Design panel_pixel_loader, sky130hd; sources not shown.
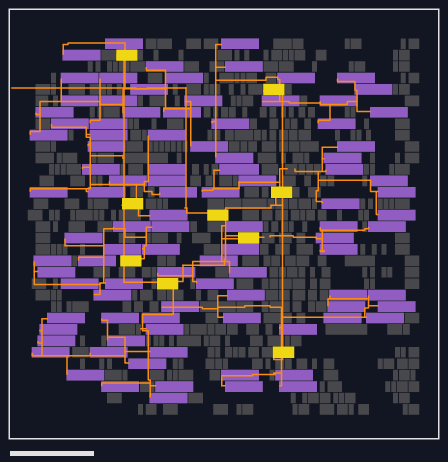
(images/clock_map.png)
Bar = 20 um.
Purple marks flip-flops, count 99. Yellow marks cells driving clock nets, count 9. Orange marks clock wires, length 1080 um.
There are 10 routed clock nets. Position of the flops: all over the die.
clock latency on the worst-skew pair: 370 ps
clock power share: 17.9%
clk pwr: 1.38 mW

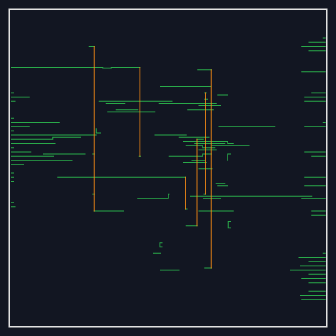
(images/metal_stack.png)
Only two layers are drawn.
Green marks met3, wire length 748 um. Orange marks met4, wire length 216 um.
routed via count: 3514
DR WL/cell: 16.0 um
drt total wl: 10500 um

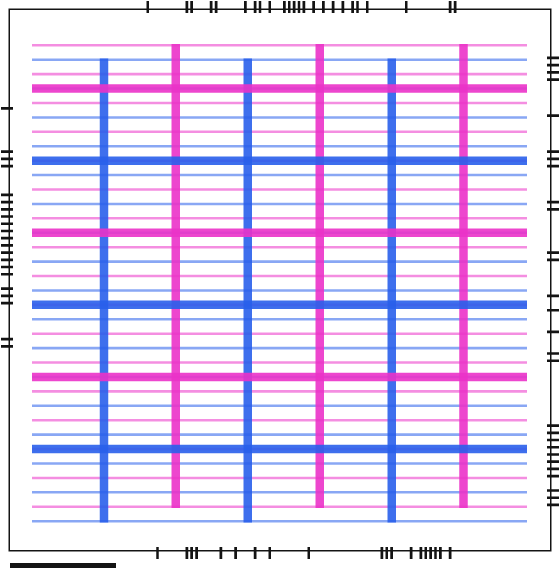
(images/pdn.png)
Bar = 20 um. Pins as bars on the die edge.
Blue marks VSS. Magenta marks VDD.
6 straps on met4. 6 straps on met5.
VDD IR max: 0.000688 V
core area: 8380 um2
Die W: 102 um

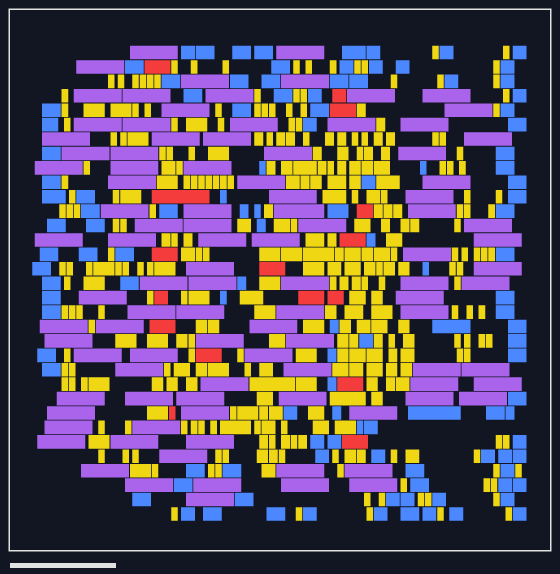
(images/cell_classes.png)
Bar = 20 um.
Blue marks other buffers and delay cells, cells 117. Purple marks flip-flops, cells 99. Yellow marks all other logic, cells 320. Red marks clock drivers and dummy loads, cells 16.
flop share of the area: 44.0%
Finished Core Util: 67.2%
std cell rows: 33

==> job_summary.md <==
## PnR job results

| Metric | Value |
|---|---|
| Status | finished clean |
| Fmax | 0.548 GHz |
| Setup TNS | 0 ps |
| Vias in the first global route | 3498 |
| CTS tree | built |
| Share of cells above drive strength 1 | 19.7% |
| I/O Pins | 92 |
| Power per Cell Area | between 1000 and 1500 nW/um2 |
| Clock Path Buffers | 2 |
| Reg2Reg Depth | 5 |
| Max_cap viols | 0 |
| Clock sink total | between 90 and 100 |
| Post-CTS Hold Buffers | 1 |
| Flop pwr share | between 40% and 50% |
| Placed wire-length estimate | approximately 7400 um |
| H-tree levels | 3 |
| Worst-path clk slew | approximately 100 ps |
| Vias per cell | about 5.3 |
| RSZ-0062 raised after global routing | yes |
| DRT antenna net count | 0 |
| Final Hold Viols | 0 |
| Flip-flops with a built-in enable | 0 |
| Reg2reg setup slack | between 70 and 80 ps |
| GRT Total Usage | a little over a fifth |
| CP top delay family | simple AND/OR/NAND/NOR gates |
| DRT Pass-1 Iters | 4 |
| Buffers added on ports | 59 |
| Top cells, area | dfrtp_1, nand2_1, mux2_2 |
| Post-layout min period | about 1800 ps |
| Crit path DAT | 2140 ps |
| Most frequent cell after synthesis | nand2_1 |
| WS Path Type | reg -> reg |
| FP Util | between 50% and 60% |
| Comb power frac | 37.7% |
| Largest net degree at the start of global routing | ~71 |
| Async set-reset flop share out of synthesis | 100% |
| GRT overflow | 0 |
| P_sw | around 2.8 mW |
| Hold path cells | 3 |
| Internal Pwr Total | a little under 5 mW |
| Synthesis area per yosys | between 4000 and 5000 um2 |
| GPL Wtd Cong | approximately 0.83 |
| Yosys Warn Count | 0 |
| Top cells by count | nand2_1, dfrtp_1, buf_4, mux2_2, a21oi_1 |
| Number of cells in the yosys synthesis report | 443 |
| CP peak stage delay | 530 ps |
| Most used logic cell in the final layout | nand2_1 |
| Top cell type by total area after synthesis | dfrtp_1 |
| CP Cell Sequence | nand4_2 -> or3_1 -> buf_2 -> or4_1 -> nand3_1 |
| Max FFs per register | 24 |
| Dominant logic cell types in the final layout | nand2_1, dfrtp_1, clkdlybuf4s50_1 |
| Critical path required time | approximately 2200 ps |
| Tally of OpenROAD warnings | 27 |
| Syn avg cell area | about 10 um2 |
| Post-CTS setup buffer count | 1 |
| Final net count | around 560 |
| CP Buf/Inv Count | 1 |
| First-pass GRT wire length | roughly 17000 um |
| Synthesis-to-layout area growth | 25.4% |
| Worst slew margin | 47.8% |
| Root Buffer | clkbuf_8 |
| CP endpoint kind | register |
| Pins over their slew limit | 0 |
| Sw Ratio | 36.7% |
| DR DRC count | 0 |
| Num CTS Buffers | 9 |
| Synthesized cell area | between 4000 and 5000 um2 |
| ANT cells | 0 |
| Post-Synthesis Cells | approximately 440 |
| Distinct lib cells used | 55 |
| Startpoint Class | register |
| Placed insts | roughly 640 |
| Final number of setup-violating endpoints | 0 |
| Levels on crit path | 5 |
| Crit path max fanout | 8 |
| Initial DRC Count | around 170 |
| Main flop type | dfrtp_1 |
| Post-cts gate resize count | 5 |
| Post-synth seq share | 55.1% |
| Post-Layout Cell Count | ~660 |
| Antenna violations before repair | 0 |
| Die ar. | ~10000 um2 |
| Clk_skew | just under 9 ps |
| Worst Tran Pin Value | between 700 and 800 ps |
| Area leader share | a little under three fifths |
| Final period util | a little over nine tenths |
| LEAKAGE | ~2.7 nW |
| Worst min-delay path class | in -> reg |
| #FFs+latches synth | a little under 100 |
| CP max stage cell | or4_1 |
-- metal layers --
| layer | wire, um | track usage [%] | vias up |
|---|---|---|---|
| met5 | 0 | 0 | - |
| met1 | 4360 | 28.2 | 1704 |
| li1 | - | - | 1657 |
| met3 | 748 | 4.37 | 15 |
| met4 | 216 | 9.89 | 0 |
| met2 | 5210 | 35.1 | 138 |
-- final cells by class --
cell class                 instances  area, um2
sequential                        99       2480
timing repair buffer              64        649
clock buffer                      11        141
clock inverter                     5       62.6
multi-input combinational        316       1780
inverter                           4       18.8
tap                              105        131
fill                             661       2750
buffer                            53        368
-- stage by stage --
step	hold slack (ps)	worst slack, ps	power, mW	cell area [um2]
5_1_grt	460	-18.2	8.24	5630
2_1_floorplan	84.4	206	5.12	4610
4_1_cts	440	1.13	7.74	5580
6_report	426	76.2	7.76	5630
3_3_place_gp	449	-3100	6.23	5330
3_5_place_dp	276	-760	6.36	5360
-- logic make-up (layout without fill, tap and decap cells) --
family | after synthesis | in the layout | synth area share, %
and+or+nand+nor | 197 | 197 | 20.5
DFF | 99 | 99 | 55.1
AOI/OAI and AO/OA | 59 | 59 | 8.94
buffers and inverters | 59 | 137 | 8.44
muxes | 26 | 26 | 6.52
other | 2 | 33 | 0.167
adders and majority gates | 1 | 1 | 0.278
-- power groups by stage --
| stage | logic (mW) | registers, mW | clock network, mW |
|---|---|---|---|
| 6_report | 2.92 | 3.45 | 1.38 |
| 5_1_grt | 3.19 | 3.55 | 1.50 |
| 4_1_cts | 2.91 | 3.44 | 1.40 |
| 3_5_place_dp | 2.88 | 3.48 | 0 |
| 3_3_place_gp | 2.79 | 3.44 | 0 |
| 2_1_floorplan | 1.33 | 3.80 | 0 |
-- tightest hold or removal path, cell delays in order --
cell and delay, ps:
dlymetal6s2s_1 230, nand2_1 100, nand2_1 50
No activity file was given, so power comes from the tool's default toggle rates.
